==> src/rtl/vga_pkg.sv <==
// Shared VGA constants, motion FSM state type and the box colour palette.
package vga_pkg;

    localparam int unsigned H_ACTIVE = 800;
    localparam int unsigned V_ACTIVE = 600;

    typedef enum logic [1:0] {
        IDLE,
        MOVE_X,
        MOVE_Y,
        COMMIT
    } move_state_t;

    // Eight-entry box palette, {R,G,B} 4 bits each.
    function automatic logic [11:0] palette_rgb(input logic [2:0] idx);
        logic [11:0] rgb;
        case (idx)
            3'd0:    rgb = 12'hF00;
            3'd1:    rgb = 12'h0F0;
            3'd2:    rgb = 12'h00F;
            3'd3:    rgb = 12'hFF0;
            3'd4:    rgb = 12'h0FF;
            3'd5:    rgb = 12'hF0F;
            3'd6:    rgb = 12'hFFF;
            default: rgb = 12'hF80;
        endcase
        return rgb;
    endfunction

endpackage

==> src/rtl/box_pixel_renderer_if.sv <==
// Timing-controller inputs and VGA pin outputs of the box renderer.
interface box_pixel_renderer_if;

    logic [11:0] display_col;
    logic [10:0] display_row;
    logic        visible;
    logic        hsync;
    logic        vsync;
    logic [3:0]  vga_r;
    logic [3:0]  vga_g;
    logic [3:0]  vga_b;
    logic        vga_hs;
    logic        vga_vs;

    modport master (
        output display_col, display_row, visible, hsync, vsync,
        input  vga_r, vga_g, vga_b, vga_hs, vga_vs
    );

    modport slave (
        input  display_col, display_row, visible, hsync, vsync,
        output vga_r, vga_g, vga_b, vga_hs, vga_vs
    );

endinterface

==> src/rtl/vga_delay_line.sv <==
// Fixed-depth register delay line with a configurable reset value.
module vga_delay_line #(
    parameter int unsigned          WIDTH     = 1,
    parameter int unsigned          DEPTH     = 2,
    parameter logic [WIDTH-1:0]     RESET_VAL = '0
) (
    input  logic             clock,
    input  logic             reset,
    input  logic [WIDTH-1:0] din,
    output logic [WIDTH-1:0] dout
);

    logic [WIDTH-1:0] stages [DEPTH];

    // Shift din through DEPTH registers; reset fills every stage.
    always_ff @(posedge clock or negedge reset) begin
        if (!reset) begin
            for (int unsigned i = 0; i < DEPTH; i++) begin
                stages[i] <= RESET_VAL;
            end
        end else begin
            stages[0] <= din;
            for (int unsigned i = 1; i < DEPTH; i++) begin
                stages[i] <= stages[i-1];
            end
        end
    end

    assign dout = stages[DEPTH-1];

endmodule

==> src/rtl/box_pixel_renderer.sv <==
// Bouncing box renderer: per-frame motion FSM plus a 2-cycle pixel pipeline.
module box_pixel_renderer
    import vga_pkg::*;
#(
    parameter int unsigned BOX_W  = 32,
    parameter int unsigned BOX_H  = 32,
    parameter int unsigned X0     = 100,
    parameter int unsigned Y0     = 100,
    parameter int unsigned STEP   = 2,
    parameter logic [11:0] BG_RGB = 12'h00F
) (
    input  logic                 clock,
    input  logic                 reset,
    box_pixel_renderer_if.slave  vga,
    input  logic                 pause,
    output logic                 frame_tick
);

    localparam logic [12:0] X_LIMIT  = 13'(H_ACTIVE - BOX_W);
    localparam logic [11:0] X_LIMIT12 = 12'(H_ACTIVE - BOX_W);
    localparam logic [11:0] Y_LIMIT  = 12'(V_ACTIVE - BOX_H);
    localparam logic [10:0] Y_LIMIT11 = 11'(V_ACTIVE - BOX_H);

    move_state_t state;
    move_state_t state_next;

    logic        vsync_q;

    logic [11:0] box_x;
    logic [10:0] box_y;
    logic [11:0] nx;
    logic [10:0] ny;
    logic        dx;
    logic        dy;
    logic        hit;
    logic [2:0]  color_idx;

    logic        ld_x;
    logic        ld_y;
    logic        commit;
    logic [12:0] x_sum;
    logic [11:0] y_sum;
    logic [11:0] x_next;
    logic [10:0] y_next;
    logic        dx_next;
    logic        dy_next;
    logic        x_hit;
    logic        y_hit;

    logic [12:0] col13;
    logic [12:0] row13;
    logic [12:0] bx13;
    logic [12:0] by13;
    logic        inside_d;
    logic        inside_q;
    logic        vis_q;
    logic [1:0]  sync_d;
    logic [11:0] rgb_q;

    // Detect the vsync falling edge and emit a one-cycle frame tick.
    always_ff @(posedge clock or negedge reset) begin
        if (!reset) begin
            vsync_q    <= 1'b1;
            frame_tick <= 1'b0;
        end else begin
            vsync_q    <= vga.vsync;
            frame_tick <= vsync_q & ~vga.vsync;
        end
    end

    // Motion FSM state register.
    always_ff @(posedge clock or negedge reset) begin
        if (!reset) begin
            state <= IDLE;
        end else begin
            state <= state_next;
        end
    end

    // Motion FSM next state: one X step, one Y step, then commit per frame.
    always_comb begin
        state_next = state;
        case (state)
            IDLE:    if (frame_tick && !pause) state_next = MOVE_X;
            MOVE_X:  state_next = MOVE_Y;
            MOVE_Y:  state_next = COMMIT;
            COMMIT:  state_next = IDLE;
            default: state_next = IDLE;
        endcase
    end

    // Motion FSM outputs: load strobes and the clamped next position per axis.
    always_comb begin
        ld_x    = (state == MOVE_X);
        ld_y    = (state == MOVE_Y);
        commit  = (state == COMMIT);

        x_sum   = {1'b0, box_x} + 13'(STEP);
        x_next  = box_x;
        dx_next = dx;
        x_hit   = 1'b0;
        if (dx) begin
            if (x_sum >= X_LIMIT) begin
                x_next  = X_LIMIT12;
                dx_next = 1'b0;
                x_hit   = 1'b1;
            end else begin
                x_next  = x_sum[11:0];
            end
        end else begin
            if (box_x < 12'(STEP)) begin
                x_next  = '0;
                dx_next = 1'b1;
                x_hit   = 1'b1;
            end else begin
                x_next  = box_x - 12'(STEP);
            end
        end

        y_sum   = {1'b0, box_y} + 12'(STEP);
        y_next  = box_y;
        dy_next = dy;
        y_hit   = 1'b0;
        if (dy) begin
            if (y_sum >= Y_LIMIT) begin
                y_next  = Y_LIMIT11;
                dy_next = 1'b0;
                y_hit   = 1'b1;
            end else begin
                y_next  = y_sum[10:0];
            end
        end else begin
            if (box_y < 11'(STEP)) begin
                y_next  = '0;
                dy_next = 1'b1;
                y_hit   = 1'b1;
            end else begin
                y_next  = box_y - 11'(STEP);
            end
        end
    end

    // Motion datapath: stage nx/ny, publish position only at commit.
    // A shared hit flag makes a corner bounce advance the colour only once.
    always_ff @(posedge clock or negedge reset) begin
        if (!reset) begin
            box_x     <= 12'(X0);
            box_y     <= 11'(Y0);
            nx        <= 12'(X0);
            ny        <= 11'(Y0);
            dx        <= 1'b1;
            dy        <= 1'b1;
            hit       <= 1'b0;
            color_idx <= '0;
        end else begin
            if (ld_x) begin
                nx <= x_next;
                dx <= dx_next;
                if (x_hit) hit <= 1'b1;
            end
            if (ld_y) begin
                ny <= y_next;
                dy <= dy_next;
                if (y_hit) hit <= 1'b1;
            end
            if (commit) begin
                box_x <= nx;
                box_y <= ny;
                if (hit) color_idx <= color_idx + 3'd1;
                hit   <= 1'b0;
            end
        end
    end

    // Box hit-test in 13-bit arithmetic so the right/bottom edge cannot wrap.
    always_comb begin
        col13    = {1'b0, vga.display_col};
        row13    = {2'b0, vga.display_row};
        bx13     = {1'b0, box_x};
        by13     = {2'b0, box_y};
        inside_d = (col13 >= bx13) && (col13 < bx13 + 13'(BOX_W)) &&
                   (row13 >= by13) && (row13 < by13 + 13'(BOX_H));
    end

    // Pixel stage 1: register the hit-test result.
    always_ff @(posedge clock or negedge reset) begin
        if (!reset) begin
            inside_q <= 1'b0;
        end else begin
            inside_q <= inside_d;
        end
    end

    vga_delay_line #(
        .WIDTH     (1),
        .DEPTH     (1),
        .RESET_VAL (1'b0)
    ) u_vis_delay (
        .clock (clock),
        .reset (reset),
        .din   (vga.visible),
        .dout  (vis_q)
    );

    vga_delay_line #(
        .WIDTH     (2),
        .DEPTH     (2),
        .RESET_VAL (2'b11)
    ) u_sync_delay (
        .clock (clock),
        .reset (reset),
        .din   ({vga.hsync, vga.vsync}),
        .dout  (sync_d)
    );

    // Pixel stage 2: blank, box colour or background.
    always_ff @(posedge clock or negedge reset) begin
        if (!reset) begin
            rgb_q <= '0;
        end else if (!vis_q) begin
            rgb_q <= '0;
        end else if (inside_q) begin
            rgb_q <= palette_rgb(color_idx);
        end else begin
            rgb_q <= BG_RGB;
        end
    end

    assign vga.vga_r  = rgb_q[11:8];
    assign vga.vga_g  = rgb_q[7:4];
    assign vga.vga_b  = rgb_q[3:0];
    assign vga.vga_hs = sync_d[1];
    assign vga.vga_vs = sync_d[0];

endmodule

==> src/flat_wrapper.sv <==
// flat-port wrapper written by rule: the top's interface ports become plain ports
module box_pixel_renderer_flat import vga_pkg::*;
#(
    parameter int unsigned BOX_W  = 32,
    parameter int unsigned BOX_H  = 32,
    parameter int unsigned X0     = 100,
    parameter int unsigned Y0     = 100,
    parameter int unsigned STEP   = 2,
    parameter logic [11:0] BG_RGB = 12'h00F
)
  (clock, reset, pause, frame_tick, vga_display_col, vga_display_row, vga_visible, vga_hsync, vga_vsync, vga_vga_r, vga_vga_g, vga_vga_b, vga_vga_hs, vga_vga_vs);
  box_pixel_renderer_if vga_i ();
  input  logic clock;
  input  logic reset;
  input  logic pause;
  output logic frame_tick;
  input wire logic [$bits(vga_i.display_col)-1:0] vga_display_col;
  input wire logic [$bits(vga_i.display_row)-1:0] vga_display_row;
  input wire logic [$bits(vga_i.visible)-1:0] vga_visible;
  input wire logic [$bits(vga_i.hsync)-1:0] vga_hsync;
  input wire logic [$bits(vga_i.vsync)-1:0] vga_vsync;
  output wire logic [$bits(vga_i.vga_r)-1:0] vga_vga_r;
  output wire logic [$bits(vga_i.vga_g)-1:0] vga_vga_g;
  output wire logic [$bits(vga_i.vga_b)-1:0] vga_vga_b;
  output wire logic [$bits(vga_i.vga_hs)-1:0] vga_vga_hs;
  output wire logic [$bits(vga_i.vga_vs)-1:0] vga_vga_vs;
  assign vga_i.display_col = vga_display_col;
  assign vga_i.display_row = vga_display_row;
  assign vga_i.visible = vga_visible;
  assign vga_i.hsync = vga_hsync;
  assign vga_i.vsync = vga_vsync;
  assign vga_vga_r = vga_i.vga_r;
  assign vga_vga_g = vga_i.vga_g;
  assign vga_vga_b = vga_i.vga_b;
  assign vga_vga_hs = vga_i.vga_hs;
  assign vga_vga_vs = vga_i.vga_vs;
  box_pixel_renderer #(.BOX_W(BOX_W), .BOX_H(BOX_H), .X0(X0), .Y0(Y0), .STEP(STEP), .BG_RGB(BG_RGB)) u_core (.clock(clock), .reset(reset), .vga(vga_i), .pause(pause), .frame_tick(frame_tick));
endmodule
==> config.mk <==
export PLATFORM = sky130hd
export DESIGN_NAME = box_pixel_renderer_flat
export DESIGN_NICKNAME = d
export VERILOG_FILES = /design/src/rtl/vga_pkg.sv /design/src/rtl/box_pixel_renderer_if.sv /design/src/rtl/vga_delay_line.sv /design/src/rtl/box_pixel_renderer.sv /design/src/flat_wrapper.sv
export SDC_FILE = /design/constraint.sdc
export NUM_CORES = 1
export LEC_CHECK = 0
export CAP_MARGIN = 20
export CELL_PAD_IN_SITES_DETAIL_PLACEMENT = 0
export CELL_PAD_IN_SITES_GLOBAL_PLACEMENT = 1
export CORE_MARGIN = 5
export CORE_UTILIZATION = 45
export CTS_BUF_LIST = sky130_fd_sc_hd__clkbuf_4 sky130_fd_sc_hd__clkbuf_8
export DETAILED_ROUTE_END_ITERATION = 8
export PLACE_DENSITY_LB_ADDON = 0.12
export SYNTH_ARGS = -nofsm -noshare
export SYNTH_HDL_FRONTEND = slang
export SYNTH_SLANG_ARGS = --single-unit
==> constraint.sdc <==
create_clock -name clock -period 6.06 [get_ports clock]
set_input_delay 1.212 -clock clock [delete_from_list [all_inputs] [get_ports clock]]
set_output_delay 1.212 -clock clock [all_outputs]
set_load 0.02 [all_outputs]
Run 1, floorplan with the power grid:
Bar = 20 um. Pins as bars on the die edge.
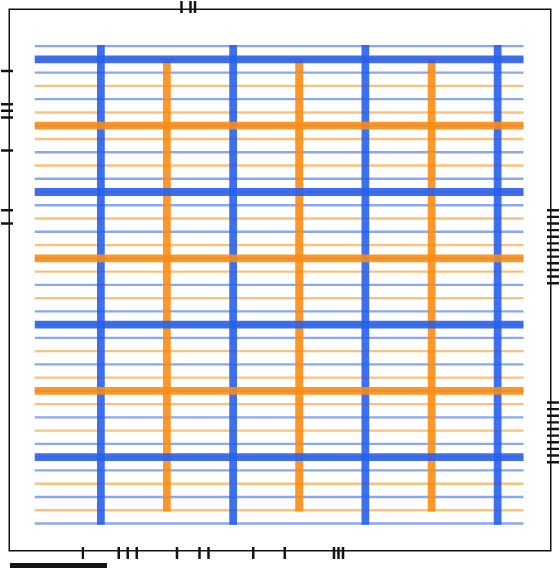
net	color
VSS	blue
VDD	orange
rows	36
met5 straps	7
signal pins	44

Run 1, placed cells, one color a class:
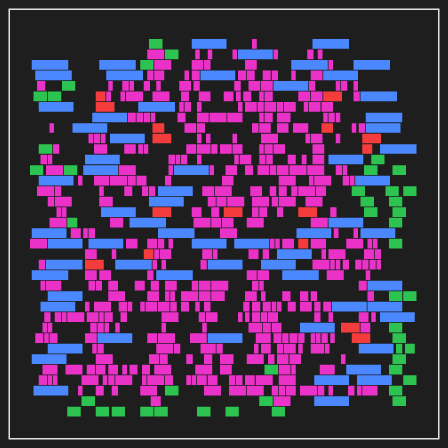
class	color	cells	share of their area
clock drivers and dummy loads	red	16	3.7%
remaining buffers and delay cells	green	45	8.7%
sequential cells	blue	65	33%
combinational and other logic	magenta	407	55%
final core utilization: 0.530
core area: 9820 um2
final instance area: 5210 um2

Run 1, clock wires, drivers and flops:
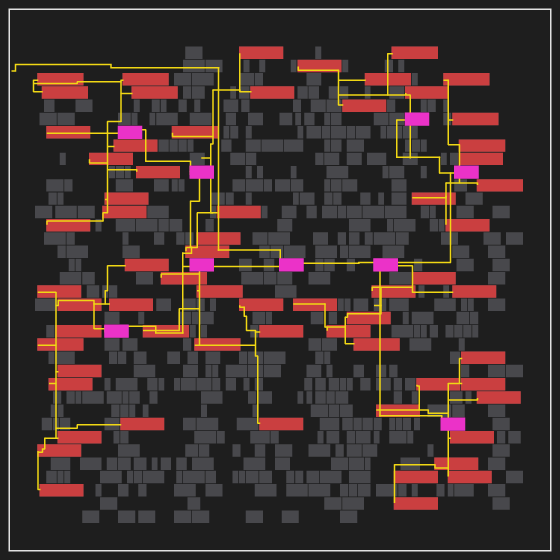
[flip-flops] red | count: 65
[clock drivers] magenta | count: 9
[clock wires] yellow | length: 937 um
routed clock nets	10
flops lie	spread over the die
clk latency late pin: 350 ps
power share of the clock group: 0.140

==> reports/results.tsv, run 1 <==
stage	metric	value	unit
status	status	complete, no violations	
cts	cts_tree	built	
synth	topCellsByArea	dfrtp_1 26%, ha_1 15%, dfstp_2 10%	
global_routing	met2_usage	0.256	
power	sw_frac_of_total	0.448	
global_routing	gr-usage-met1	0.248	
power	powerSeq	0.837	mW
floorplanning	fp_util	0.465	
sta	clock.fmax	0.351	GHz
cells_and_area	area_growth	13.9	%
setup_path	crit_family	AND-OR/OR-AND gates	
cts	cts_resized	0	
synth	synth_stat.cells	501	
power	p_comb	1.27	mW
cts	cts_setup_buffers	0	
global_routing	met3_usage	0.0431	
power	p_leak	2.20	nW
sta	hold_violations	0	
setup_path	cp.arrival	3100	ps
setup_path	crit_path_top_delay_cell	clkdlybuf4s50_1	
floorplanning	std_cell_rows	36	
synth	netlist-cell-type-count	58	
global_routing	groute.usage.overall	0.173	
synth	synth_top_cell_by_count	ha_1	
cts	cts-root-buf	clkbuf_8	
setup_path	cp-startpoint	vga_display_row[3]	
power	power_density	471	nW/um2
drt	viasPerCell	5.49	
sta	min_period	2850	ps
sta	maxSlewViolCount	0	
setup_path	startpoint_type	primary input	
global_routing	top_usage_layer	met2	
setup_path	crit_type	primary input to register	
cells_and_area	combGateArea	2620	um2
sta	clock_skew	8.86	ps
drt	top_layer	met4	
hold_path	hp-class	register to register	
cells_and_area	register_area	1650	um2
sta	setup_slack	3210	ps
place	dp_slack	2790	ps
setup_path	endpoint	u_core.inside_q$_DFF_PN0_	
floorplanning	ioPinCount	44	
setup_path	path_buffers	1	
cts	cts.sinks	65	
synth	fp_nets	584	
power	comb_power_share	0.518	
place	portBuffers	43	
sta	setup_viol	0	
drt	drc	0	
cts	holdBufCountCts	0	
synth	netlist_area	4570	um2
drt	drtPass1Iterations	5	
drt	vias	3659	
synth	postSynthAreaPerCell	9.12	um2
setup_path	reg2reg_slack	3320	ps
power	seqPwrFrac	0.341	
global_routing	grt_antenna_before_repair	0	
synth	yosys_warnings	0	
global_routing	grt_pass1_vias	3584	
setup_path	critical_path.max_stage_delay	400	ps
cts	cts.htree.levels	3	
setup_path	timing.rr.end	u_core.hit$_DFF_PN0_	
synth	top_area_cell	dfrtp_1	
hold_path	hold_path_end	u_core.u_sync_delay.dout[1]$_DFF_PN1_	
floorplanning	die-height	111	um
synth	ys.flop_type	dfrtp_1	
power	pg_clk	0.344	mW
setup_path	path_cells	clkdlybuf4s50_1, ha_1, a21o_1, a21oi_1, o21ai_0, a31oi_1, a21boi_0, o221a_2	
synth	synth_flops	65	
drt	wl_met3	481	um
power	irDropWorstVdd	0.000314	V
sta	holdWs	359	ps
cells_and_area	num_antenna_cells	0	
job	maxCapViolCount	0	
sta	tightest_slew	921	ps
place	place_area	5020	um2
synth	syn_inst	501	
synth	synth-async-reset-ratio	1.00	
sta	setup-tns-final	0	ps
cts	cts_buffers	9	
job	openroad.warnings	39	
drt	wl	10200	um
sta	rsz0062_at_grt	false	
hold_path	worstHoldStart	u_core.u_sync_delay.stages[3]$_DFF_PN1_	
cells_and_area	drive_above_1_share	0.105	
drt	routedWlPerCell	15.3	um
setup_path	critPathMaxFanout	2	
[run 1: cell usage in the layout, fill, tap and decap left out, types with 3 or more instances in the layout]
cell type	instances
dfrtp_1	47
nor3_1	8
or3_1	5
a21oi_1	22
nor4_1	6
xnor2_1	33
ha_1	54
nand3_1	21
dfstp_2	18
nor2b_1	4
clkdlybuf4s50_1	42
inv_1	37
nor2_1	31
clkbuf_8	10
mux2_2	7
and3_1	7
a2bb2oi_1	3
o31ai_1	3
o21ai_0	36
a21o_1	8
nand2b_1	7
clkinvlp_4	3
o21a_1	7
a31oi_1	9
mux2i_1	4
nand2_1	43
o211ai_1	4
o221ai_1	7
nand4_1	4
a211oi_1	5
[run 1: logic make-up (layout without fill, tap and decap cells)]
logic type	after synthesis	count (layout)	share of synthesized area
AOI/OAI and AO/OA	122	122	0.173
xor gates and xnor gates	34	34	0.0652
adders and majority gates	54	54	0.148
buffers and inverters	68	100	0.0662
DFF	65	65	0.361
muxes	11	11	0.0260
and+or+nand+nor	147	147	0.161
[run 1: stage by stage]
step                power [mW]  instances
floorplan                 1.81        501
global placement          2.09        650
detailed placement        2.12        650
CTS                       2.47        666
global route              2.70        666
finish                    2.45        666
[run 1: cell type report]
cell class	count	area share
inverter	39	0.0281
timing repair buffer	45	0.0846
tap	133	0.0320
clock inverter	5	0.00769
clock buffer	11	0.0279
sequential	65	0.317
multi-input combinational	368	0.503
[run 1: registers in the layout (all words and copies together), names as in the netlist]
signal	flops
u_core.color_idx	3
u_core.u_vis_delay.dout	1
u_core.frame_tick	1
u_core.rgb_q	4
u_core.hit	1
u_core.box_x	12
u_core.box_y	11
u_core.dy	1
u_core.nx	12
u_core.state	2
u_core.inside_q	1
u_core.u_sync_delay.dout	2
u_core.u_sync_delay.stages	2
u_core.dx	1
u_core.ny	11
==> run 2, diff against run 1 <==
CORE_UTILIZATION = 42   (was 45)
clock period = 2.62 ns   (was 6.06 ns; I/O delays follow)
Run 2, clock wires, drivers and flops:
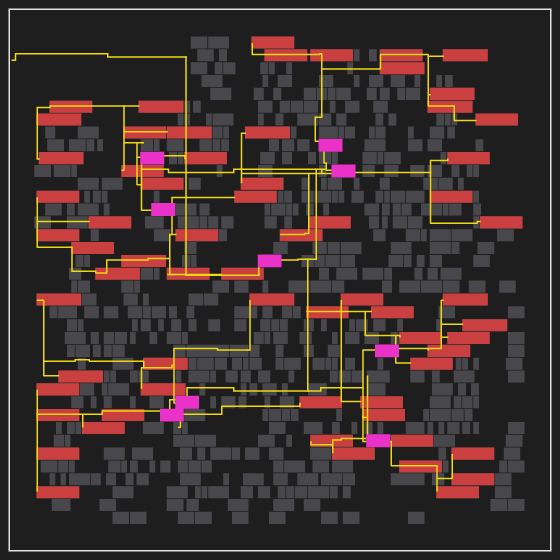
[flip-flops] red | count: 65
[clock wires] yellow | length: 1010 um
[clock drivers] magenta | count: 9
routed clock nets	10
Clk. pwr: 0.766 mW
clock skew: 8.20 ps
power share of the clock group: 0.129

Run 2, wiring by layer:
Bar = 20 um.
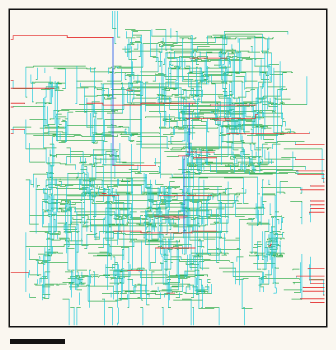
layer	color	wire length
metal 1	green	5230 um
metal 3	red	481 um
metal 4	blue	93.2 um
metal 2	cyan	4860 um

==> run 2 against run 1 <==
Compared with the run above: clock-buffer cell count increased by 1; critical path depth shrank 2; wire length is 4.5% higher; global-route usage up 0.13 points; non-clock buffer count up 21; flip-flop count stayed put; sequential share of layout area shrank 1.2 points; sequential power up 120%; largest power group unchanged; synthesized area stayed put; first-iteration DRC count fell by 26%; power grew 140%.
==> reports/results.tsv, run 2 <==
stage	metric	value	unit
status	status	complete, no violations	
synth	muxShareOfSynthArea	0.0260	
sta	holdWs	171	ps
sta	setup_slack	125	ps
global_routing	grt_pass1_vias	3772	
sta	setup-tns-final	0	ps
sta	min_period	2500	ps
synth	synth_stat.cells	501	
synth	postSynthAreaPerCell	9.12	um2
power	power_density	1100	nW/um2
sta	setup_viol	0	
power	total_power	5.92	mW
power	irDropWorstVdd	0.000483	V
synth	netlist-cell-type-count	58	
hold_path	hp-class	primary input to asynchronous set/reset pin	
cells_and_area	lay_top_cells	53 x ha_1, 47 x dfrtp_1, 43 x nand2_1	
setup_path	reg2reg_slack	120	ps
setup_path	worstPathRequired	2860	ps
sta	rsz0062_at_grt	true	
drt	drtPass1Iterations	6	
synth	fp_nets	584	
drt	wl	10700	um
cts	clk_latency	350	ps
cells_and_area	combGateArea	2650	um2
cells_and_area	largest_registers	u_core.box_x x12, u_core.nx x12	
drt	vias	3715	
sta	clock.fmax	0.401	GHz
place	portBuffers	43	
cells_and_area	final_design_area_no_fill	5400	um2
cts	cts-root-buf	clkbuf_8	
synth	netlist_area	4570	um2
sta	maxSlewViolCount	0	
global_routing	groute.usage.overall	0.174	
place	dp_slack	18.3	ps
power	p_leak	2.31	nW
synth	synth_flops	65	
job	maxCapViolCount	0	
place	dp_cells	678	
drt	drt_iter0_markers	128	
cts	cts_tree	built	
cts	cts_setup_buffers	0	
sta	tightest_slew	715	ps
job	openroad.warnings	40	
synth	top_area_cell	dfrtp_1	
floorplanning	std_cell_rows	38	
setup_path	critPathMaxFanout	8	
cells_and_area	register_area	1650	um2
cts	cts_resized	0	
cts	cts_buffers	9	
global_routing	grt_antenna_before_repair	0	
synth	synth-async-reset-ratio	1.00	
place	place_area	5200	um2
cells_and_area	fin_cells	693	
floorplanning	fp_util	0.425	
synth	yosys_warnings	0	
synth	aoi_share	0.173	
cells_and_area	drive_above_1_share	0.146	
drt	viasPerCell	5.36	
synth	adder_share	0.148	
setup_path	cp.arrival	2730	ps
setup_path	end_kind	register	
synth	ys.flop_type	dfrtp_1	
floorplanning	die-height	114	um
cts	holdBufCountCts	0	
synth	synth_top_cell_by_count	ha_1	
synth	top_logic_kind	AND-OR/OR-AND gates	
synth	syn_inst	501	
cells_and_area	area_growth	18.2	%
setup_path	startpoint_type	register	
floorplanning	core-area	10700	um2
setup_path	crit_path_top_delay_cell	dfstp_2	
synth	synth-simple-area-share	0.161	
setup_path	crit_type	register to register	
cells_and_area	layout_top_cell	ha_1	
sta	hold_violations	0	
synth	topCellsByArea	dfrtp_1 26%, ha_1 15%, dfstp_2 10%	
setup_path	critical_path.max_stage_delay	640	ps
cts	cts.sinks	65	
setup_path	path_cells	nand3_2, nor4_1, mux2_2, or4b_4, a31o_2, o21ba_1	
setup_path	timing.rr.end	u_core.hit$_DFF_PN0_	
drt	routedWlPerCell	15.4	um
drt	drc	0	
cells_and_area	utilization	0.503	
cells_and_area	num_antenna_cells	0	
[run 2: cell counts after synthesis]
No cell type changed its count.
[run 2: layer usage]
metal,up-vias,share of wire,track usage
li1,1856,-,-
met1,1781,0.49,0.239
met2,72,0.46,0.279
met3,6,0.045,0.0370
met4,0,0.0087,0.0459
met5,-,0,0
[run 2: worst max-delay path by stage]
| stage | to | start | cells past startpoint | slack, ps |
|---|---|---|---|---|
| floorplan | u_core.hit$_DFF_PN0_ | u_core.box_x[5]$_DFFE_PN1N_ | 7 | 190 |
| global placement | u_core.hit$_DFF_PN0_ | u_core.box_x[5]$_DFFE_PN1N_ | 6 | 70 |
| detailed placement | u_core.inside_q$_DFF_PN0_ | vga_display_row[3] | 8 | 20 |
| CTS | u_core.hit$_DFF_PN0_ | u_core.box_x[5]$_DFFE_PN1N_ | 6 | 60 |
| global route | u_core.inside_q$_DFF_PN0_ | u_core.box_x[5]$_DFFE_PN1N_ | 11 | -20 |
| finish | u_core.hit$_DFF_PN0_ | u_core.box_x[5]$_DFFE_PN1N_ | 6 | 120 |
[run 2: worst max-delay path, delay by kind of cell (launching register included)]
| family | cells | cell delay [ps] |
|---|---|---|
| AOI/OAI and AO/OA | 2 | 410 |
| DFF | 1 | 640 |
| and+or+nand+nor | 3 | 920 |
| muxes | 1 | 410 |
[run 2: area by class of cell]
cell class | count | share of cell area
Clock buffer | 12 | 0.0283
Clock inverter | 3 | 0.00324
Inverter | 39 | 0.0271
Multi-Input combinational cell | 368 | 0.491
Sequential cell | 65 | 0.305
Tap cell | 140 | 0.0324
Timing Repair Buffer | 66 | 0.113
[run 2: power by group]
| group | switching, mW | internal (mW) |
|---|---|---|
| clock | 0.384 | 0.382 |
| combinational | 1.79 | 1.48 |
| sequential | 0.414 | 1.47 |
Power is estimated from default activity; no workload was simulated.
